$ cat config.mk
export PLATFORM = sky130hd
export DESIGN_NAME = param_datapath
export DESIGN_NICKNAME = d
export VERILOG_FILES = /design/src/rtl/param_datapath_pkg.sv /design/src/rtl/dp_regfile.sv /design/src/rtl/param_datapath.sv
export SDC_FILE = /design/constraint.sdc
export NUM_CORES = 2
export LEC_CHECK = 0
export ABC_CLOCK_PERIOD_IN_PS = 18800
export CAP_MARGIN = 10
export CORE_MARGIN = 3
export CORE_UTILIZATION = 33
export DETAILED_ROUTE_END_ITERATION = 8
export GPL_TIMING_DRIVEN = 0
export SLEW_MARGIN = 0
export SYNTH_ARGS = -nofsm -noshare
export SYNTH_HDL_FRONTEND = slang
export SYNTH_MEMORY_MAX_BITS = 65536
export SYNTH_SLANG_ARGS = --single-unit
export TNS_END_PERCENT = 100
$ cat constraint.sdc
create_clock -name clk -period 18.8 [get_ports clk]
set_input_delay 1.88 -clock clk [delete_from_list [all_inputs] [get_ports clk]]
set_output_delay 1.88 -clock clk [all_outputs]
set_load 0.05 [all_outputs]
$ cat src/rtl/param_datapath_pkg.sv
// Shared types for the parametrised two-stage datapath.
// Holds the ALU opcodes, the clear/run states and the command control fields.
package param_datapath_pkg;

  typedef enum logic [2:0] {
    ALU_ADD   = 3'd0,
    ALU_SUB   = 3'd1,
    ALU_AND   = 3'd2,
    ALU_OR    = 3'd3,
    ALU_XOR   = 3'd4,
    ALU_NOT   = 3'd5,
    ALU_PASSA = 3'd6,
    ALU_INC   = 3'd7
  } alu_op_e;

  typedef enum logic {
    INIT = 1'b0,
    RUN  = 1'b1
  } dp_state_e;

  // Width-independent part of a command. Addresses stay as separate
  // vectors because their widths follow the module parameters.
  typedef struct packed {
    logic    d_wr;
    logic    rf_s;
    logic    w_en;
    alu_op_e alu_sel;
  } dp_cmd_t;

endpackage

$ cat src/rtl/dp_regfile.sv
// Register file: two asynchronous read ports, one synchronous write port.
// No reset; the datapath clears it through the write port after reset.
module dp_regfile #(
  parameter  int DATA_W   = 16,
  parameter  int RF_DEPTH = 16,
  localparam int RW       = $clog2(RF_DEPTH)
) (
  input  logic              clk,
  input  logic              we_i,
  input  logic [RW-1:0]     waddr_i,
  input  logic [DATA_W-1:0] wdata_i,
  input  logic [RW-1:0]     raddr_a_i,
  output logic [DATA_W-1:0] rdata_a_o,
  input  logic [RW-1:0]     raddr_b_i,
  output logic [DATA_W-1:0] rdata_b_o
);

  logic [DATA_W-1:0] mem_q [RF_DEPTH];

  always_ff @(posedge clk) begin
    if (we_i) begin
      mem_q[waddr_i] <= wdata_i;
    end
  end

  assign rdata_a_o = mem_q[raddr_a_i];
  assign rdata_b_o = mem_q[raddr_b_i];

endmodule

$ cat src/rtl/param_datapath.sv
// Two-stage (execute / writeback) datapath with RF clear after reset and W->E forwarding.
// Define PARAM_DATAPATH_FLAGS_EN to add the registered zero/negative/carry flag outputs.
//
//   state | meaning
//   INIT  | clearing rf[cnt] each edge, cmd_ready low
//   RUN   | accepting one command per cycle
module param_datapath
  import param_datapath_pkg::*;
#(
  parameter  int DATA_W     = 16,
  parameter  int RF_DEPTH   = 16,
  parameter  int DMEM_DEPTH = 256,
  localparam int RW         = $clog2(RF_DEPTH),
  localparam int AW         = $clog2(DMEM_DEPTH)
) (
  input  logic              clk,
  input  logic              reset,
  input  logic              cmd_valid,
  output logic              cmd_ready,
  input  logic [AW-1:0]     cmd_d_addr,
  input  logic              cmd_d_wr,
  input  logic              cmd_rf_s,
  input  logic [RW-1:0]     cmd_w_addr,
  input  logic              cmd_w_en,
  input  logic [RW-1:0]     cmd_ra,
  input  logic [RW-1:0]     cmd_rb,
  input  logic [2:0]        cmd_alu_sel,
  output logic              wb_valid,
  output logic [RW-1:0]     wb_addr,
  output logic [DATA_W-1:0] wb_data
`ifdef PARAM_DATAPATH_FLAGS_EN
  ,
  output logic              flag_z,
  output logic              flag_n,
  output logic              flag_c
`endif
);

  dp_state_e         state_q, state_d;
  logic [RW-1:0]     clr_cnt_q, clr_cnt_d;
  dp_cmd_t           cmd;
  logic              accept;

  logic [DATA_W-1:0] rf_a, rf_b, op_a, op_b, alu_res;
  logic              rf_we;
  logic [RW-1:0]     rf_waddr;
  logic [DATA_W-1:0] rf_wdata;

  logic [DATA_W-1:0] dmem [DMEM_DEPTH];
  logic [DATA_W-1:0] dmem_q;

  logic              w_valid_q, w_en_q, w_rf_s_q;
  logic [RW-1:0]     w_addr_q;
  logic [DATA_W-1:0] w_alu_q;
  logic [DATA_W-1:0] w_data;

  assign cmd = '{d_wr: cmd_d_wr, rf_s: cmd_rf_s, w_en: cmd_w_en,
                 alu_sel: alu_op_e'(cmd_alu_sel)};

  always_comb begin
    state_d   = state_q;
    clr_cnt_d = clr_cnt_q;
    case (state_q)
      INIT: begin
        clr_cnt_d = clr_cnt_q + 1'b1;
        if (clr_cnt_q == RW'(RF_DEPTH - 1)) begin
          state_d = RUN;
        end
      end
      RUN:     state_d = RUN;
      default: state_d = INIT;
    endcase
  end

  always_ff @(posedge clk) begin
    if (reset) begin
      state_q   <= INIT;
      clr_cnt_q <= '0;
    end else begin
      state_q   <= state_d;
      clr_cnt_q <= clr_cnt_d;
    end
  end

  assign cmd_ready = (state_q == RUN);
  assign accept    = cmd_valid & cmd_ready & ~reset;

  // A W op caught by reset is dropped: neither reported nor written.
  assign w_data   = w_rf_s_q ? dmem_q : w_alu_q;
  assign wb_valid = w_valid_q & w_en_q & ~reset;
  assign wb_addr  = wb_valid ? w_addr_q : '0;
  assign wb_data  = wb_valid ? w_data : '0;

  assign rf_we    = (state_q == INIT) | wb_valid;
  assign rf_waddr = (state_q == INIT) ? clr_cnt_q : w_addr_q;
  assign rf_wdata = (state_q == INIT) ? '0 : w_data;

  dp_regfile #(
    .DATA_W   (DATA_W),
    .RF_DEPTH (RF_DEPTH)
  ) u_regfile (
    .clk       (clk),
    .we_i      (rf_we),
    .waddr_i   (rf_waddr),
    .wdata_i   (rf_wdata),
    .raddr_a_i (cmd_ra),
    .rdata_a_o (rf_a),
    .raddr_b_i (cmd_rb),
    .rdata_b_o (rf_b)
  );

  assign op_a = (wb_valid && (w_addr_q == cmd_ra)) ? w_data : rf_a;
  assign op_b = (wb_valid && (w_addr_q == cmd_rb)) ? w_data : rf_b;

  always_comb begin
    alu_res = '0;
    case (cmd.alu_sel)
      ALU_ADD:   alu_res = op_a + op_b;
      ALU_SUB:   alu_res = op_a - op_b;
      ALU_AND:   alu_res = op_a & op_b;
      ALU_OR:    alu_res = op_a | op_b;
      ALU_XOR:   alu_res = op_a ^ op_b;
      ALU_NOT:   alu_res = ~op_a;
      ALU_PASSA: alu_res = op_a;
      ALU_INC:   alu_res = op_a + 1'b1;
      default:   alu_res = '0;
    endcase
  end

  // Non-blocking read and write on the same edge: a store+load command reads the old word.
  always_ff @(posedge clk) begin
    if (accept) begin
      if (cmd.d_wr) begin
        dmem[cmd_d_addr] <= op_a;
      end
      dmem_q <= dmem[cmd_d_addr];
    end
  end

  always_ff @(posedge clk) begin
    if (reset) begin
      w_valid_q <= 1'b0;
      w_en_q    <= 1'b0;
      w_rf_s_q  <= 1'b0;
      w_addr_q  <= '0;
      w_alu_q   <= '0;
    end else begin
      w_valid_q <= accept;
      if (accept) begin
        w_en_q   <= cmd.w_en;
        w_rf_s_q <= cmd.rf_s;
        w_addr_q <= cmd_w_addr;
        w_alu_q  <= alu_res;
      end
    end
  end

`ifdef PARAM_DATAPATH_FLAGS_EN
  logic carry;
  logic flag_z_q, flag_n_q, flag_c_q;

  // Unsigned carry/borrow recovered from the wrapped result.
  always_comb begin
    carry = 1'b0;
    case (cmd.alu_sel)
      ALU_ADD: carry = (alu_res < op_a);
      ALU_SUB: carry = (op_a < op_b);
      ALU_INC: carry = &op_a;
      default: carry = 1'b0;
    endcase
  end

  always_ff @(posedge clk) begin
    if (reset) begin
      flag_z_q <= 1'b0;
      flag_n_q <= 1'b0;
      flag_c_q <= 1'b0;
    end else if (accept) begin
      flag_z_q <= (alu_res == '0);
      flag_n_q <= alu_res[DATA_W-1];
      flag_c_q <= carry;
    end
  end

  assign flag_z = flag_z_q;
  assign flag_n = flag_n_q;
  assign flag_c = flag_c_q;
`endif

endmodule

**Cell classes on the final placement**

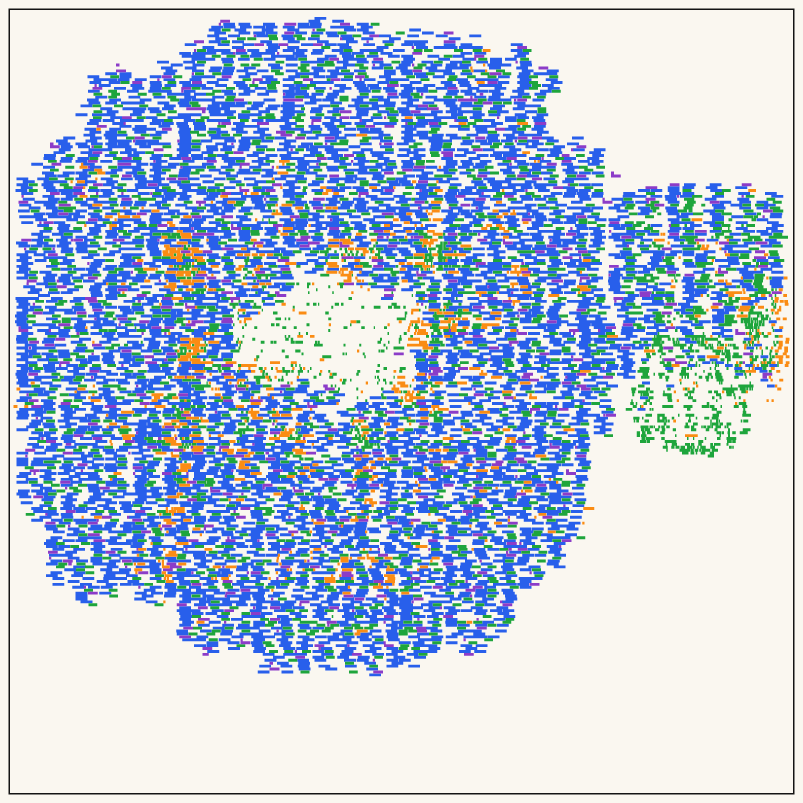
legend:
  blue:
    class: registers
    cells: 4396
  purple:
    class: clock drivers and dummy loads
    cells: 761
  green:
    class: remaining logic cells
    cells: 2607
  orange:
    class: remaining buffers and delay cells
    cells: 923
count of standard-cell rows: 265
proportion of cell area occupied by registers: 0.6385
final core utilization: 0.3956
core area: 521600 sq um

**Sequential cells colored by netlist name**

The bar under the picture is 200 um long. Other sequential cells in the stronger gray, the rest of the logic in the fainter gray.
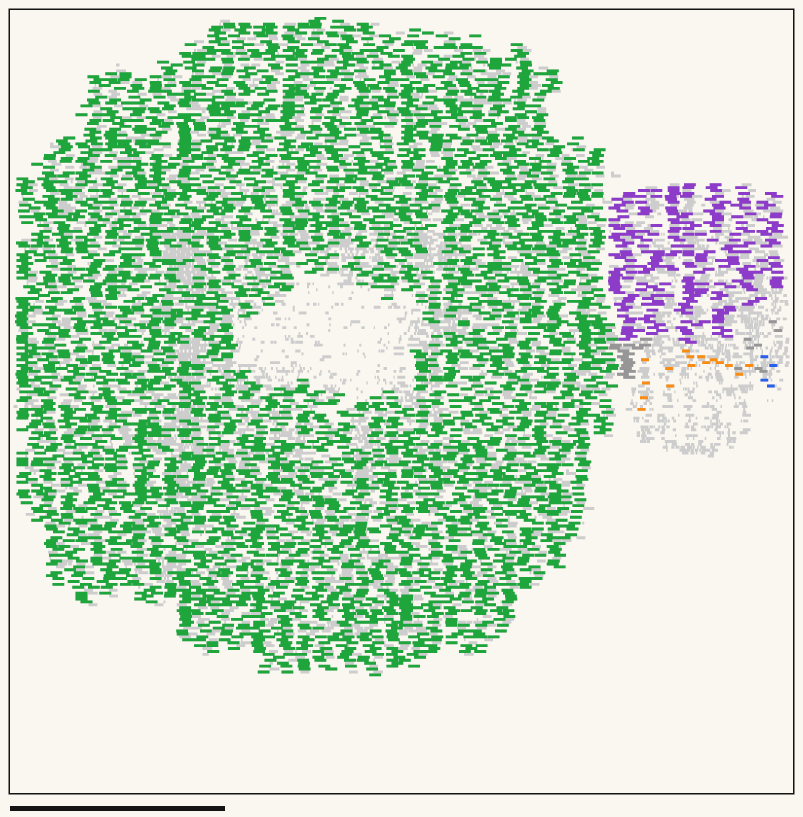
legend:
  blue:
    netlist_name: w_addr_q
    flops: 4
    where: east
  orange:
    netlist_name: w_alu_q
    flops: 16
    where: east
  purple:
    netlist_name: u_regfile.mem_q
    flops: 256
  green:
    netlist_name: dmem
    flops: 4096
footprint of the flip-flops and latches: 131700 sq um
Seq power: 0.0109 W

**Metal 3**

The bar under the picture is 200 um long.
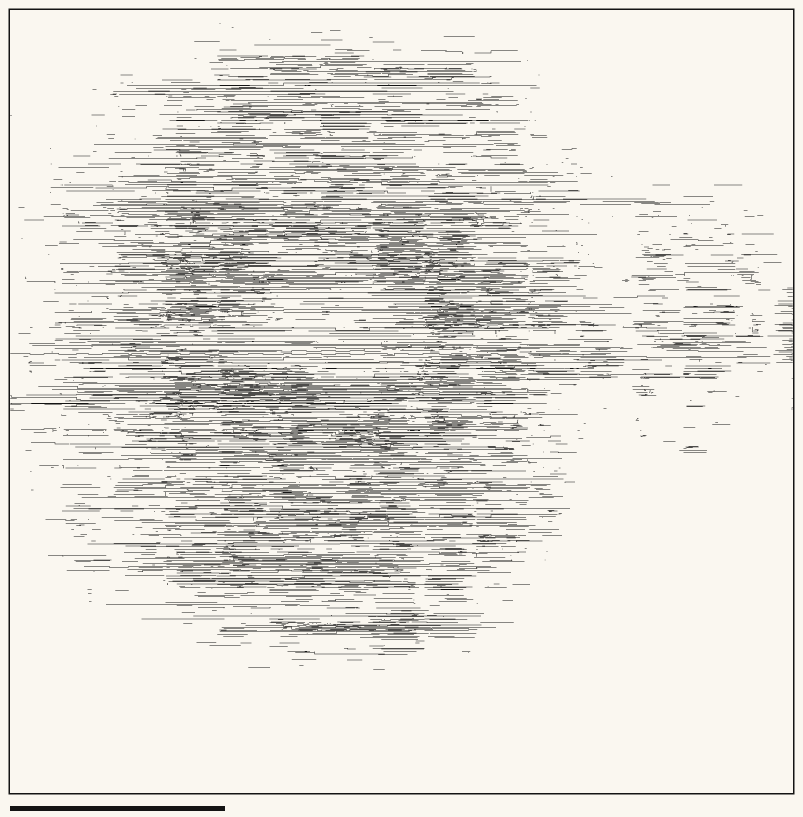
nets with wire on the layer: 1646
share of all routed wire: 15%
grt met3 use: 0.1090
final routed wirelength across all metal layers: 697400 um
total via count after detailed routing: 94810

**Placement view**

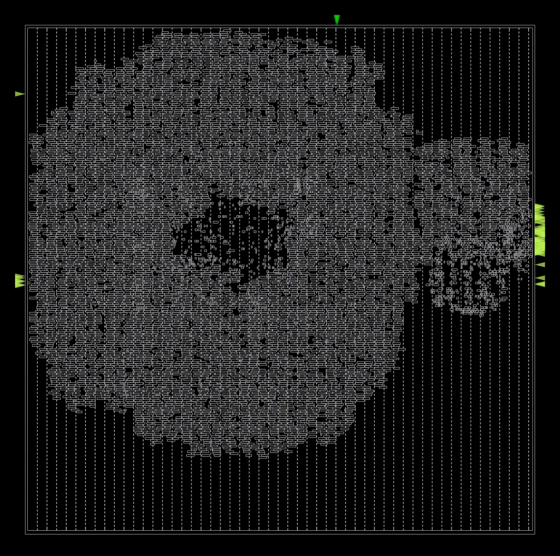
count of flip-flops and latches: 4396
number of standard cells in the layout, taps in and fillers out: 15690
count of fill cells added during filler insertion: 45250

==> worst paths after layout <==
check,slack [ns],from,to
max,9.97,cmd_d_addr[2],dmem[29][2]$_DFFE_PP_
min,0.46,w_alu_q[5]$_SDFFE_PP0P_,w_alu_q[5]$_SDFFE_PP0P_
max reg2reg,12.07,w_rf_s_q$_SDFFE_PP0P_,w_alu_q[10]$_SDFFE_PP0P_
min reg2reg,0.46,w_alu_q[5]$_SDFFE_PP0P_,w_alu_q[5]$_SDFFE_PP0P_
==> cells in the mapped netlist (all sizes together) (36+ instances only) <==
master | count | area share
edfxtp | 4368 | 0.76
mux2 | 36 | 0.0024
nor2 | 361 | 0.0078
a22oi | 44 | 0.0019
a21oi | 54 | 0.0016
o21ai | 36 | 0.0010
inv | 59 | 0.0013
mux2i | 82 | 0.0047
ha | 49 | 0.0035
buf | 174 | 0.0046
nand2 | 146 | 0.0032
mux4 | 1445 | 0.19
clkbuf | 253 | 0.0055
==> sequential cells by signal, indices dropped and copies added, names as in the netlist <==
| name | cells |
|---|---|
| cmd_ready | 1 |
| w_rf_s_q | 1 |
| u_regfile.mem_q | 256 |
| w_valid_q | 1 |
| w_addr_q | 4 |
| w_alu_q | 16 |
| w_en_q | 1 |
| dmem_q | 16 |
| clr_cnt_q | 4 |
| dmem | 4096 |
==> per-layer routing <==
metal	up-vias	share of wire	wire (um)
met3	1530	0.15	105900
met5	-	0.00068	476
met2	8096	0.43	298800
li1	33840	-	-
met4	22	0.076	52680
met1	51330	0.34	239400
==> kinds of logic after synthesis <==
group / share of synthesized area
AND-OR/OR-AND: 0.01021
multiplexers: 0.1956
buffers and inverters: 0.01133
AND/OR/NAND/NOR: 0.01577
XOR/XNOR: 0.001823
flip-flops: 0.7616
adder cells (fa/ha/maj): 0.003660
==> run summary <==
Implementation numbers.

- STA classifies the critical path startpoint as a primary input.
- The cell area after placement is 192700 sq um.
- The routability congestion estimate from global placement is 1.030.
- The largest vdd supply drop is 0.09174 mV.
- After routing, the total negative slack on setup checks comes to 0 ns.
- The cell type of the slowest stage on the worst timing path is nand3_2.
- Leaving out fill and tap cells, the most frequent cell in the layout is edfxtp_1.
- The final-layout worst hold slack is about 0.46 ns.
- Leaving out the clock tree, the finished layout contains an inverter count of 59.
- In the final layout, the share of cells above drive strength 1 is 0.3585.
- The number of nets in the finished design is 8433.
- The worst hold path stage count is 2.
- The cell area after layout is 206300 sq um.
- Synthesis instantiated 73 different standard cells from the library.
- The count of synthesis-stage warnings from yosys is 0.
- The flow ran to the end, and the final reports show no timing, DRC or antenna violations.
- The slack of the critical path is 9.973 ns.
- The worst setup path is of the in -> reg kind.
- The power drawn by the combinational cells is ~0.0018 W.
- The first global-routing pass estimated 893800 um of wire.
- The die boundary width is 730.0 um.
- After legalization and detailed placement, the total HPWL measured 499400 um.
- The share of cell area taken by multi-input logic gates is 0.1956.
- The report lists the cells along the critical path as buf_2 > buf_2 > buf_2 > buf_2 > buf_2 > nand3_2 > or2_2 > clkbuf_1 > nor2_2 > buf_8.
- Of the synthesized area, sequential elements account for 0.7616.
- Data arrives at the worst endpoint at ~9.5 ns.
- For this run, the slowest stage of the critical path takes around 1 ns.
- The critical path's top delay family is buffers and inverters.
- Counting the buffers created by CTS gives 426.
- The mean area per synthesized cell is 23.28 sq um.
- The timing report gives the clock slew at the launch and capture registers of the worst setup and hold paths as 0.06 ns.
- Per the final timing report, the hold violations number 0.
- The synthesis report gives the async set-or-reset register share as 0.
- The number of vias per cell is 6.043.
- The relative slew slack is 0.008795.
- The post-route clock period utilization is 0.4695.
- The register share of total power is 0.516.
- The worst clock skew is 0.1253 ns.
- The flip-flop cell with the highest count after synthesis is edfxtp_1.
- The number of cells on the worst reg-to-reg path is 17.
- Nets still carrying antenna violations after routing amount to 0.
- The number of buffers inserted by post-CTS setup repair is 0.
- Looking at the max-slew report, the worst-margin pin has a slew of between 1 and 1.5 ns.
- The flip-flop and latch count after synthesis is 4396.
- The initial core utilization is 0.3316.
- The worst setup path is captured at a register.
- The combinational gate count is 2548.
- The total congestion overflow is 0.
- The maximum buffer depth of the clock tree is 4.
- The most frequent cell on the critical path is buf_2.
- Summing internal, switching and leakage power gives 0.02111 W.
- Walking the critical path from launch to capture passes 10 cell instances.
- Leaving out fill and tap cells, the most frequent cells in the layout are 4368 x edfxtp_1, 1428 x mux4_2, 429 x clkbuf_16.
- Max-cap violations in this run came to 0.
- For this design the static power due to leakage is 63.61 nW.
- The data required time reported for the critical path is 19.50 ns.
- The clock tree cell share of total cell area is 0.06493.
- The routed wirelength normalized by instance count is 44.45 um.
- The total count of max-transition violations in the final report is 0.
- STA on the placed design reports a worst setup slack of 9.365 ns.
- The clock period minus worst slack is 8.827 ns.
- The multi-input combinational cells in the finished layout cover a total of 40360 sq um.
- The number of clock sinks is roughly 4400.
Power figures rest on the tool's default switching activity, not on a simulated workload.
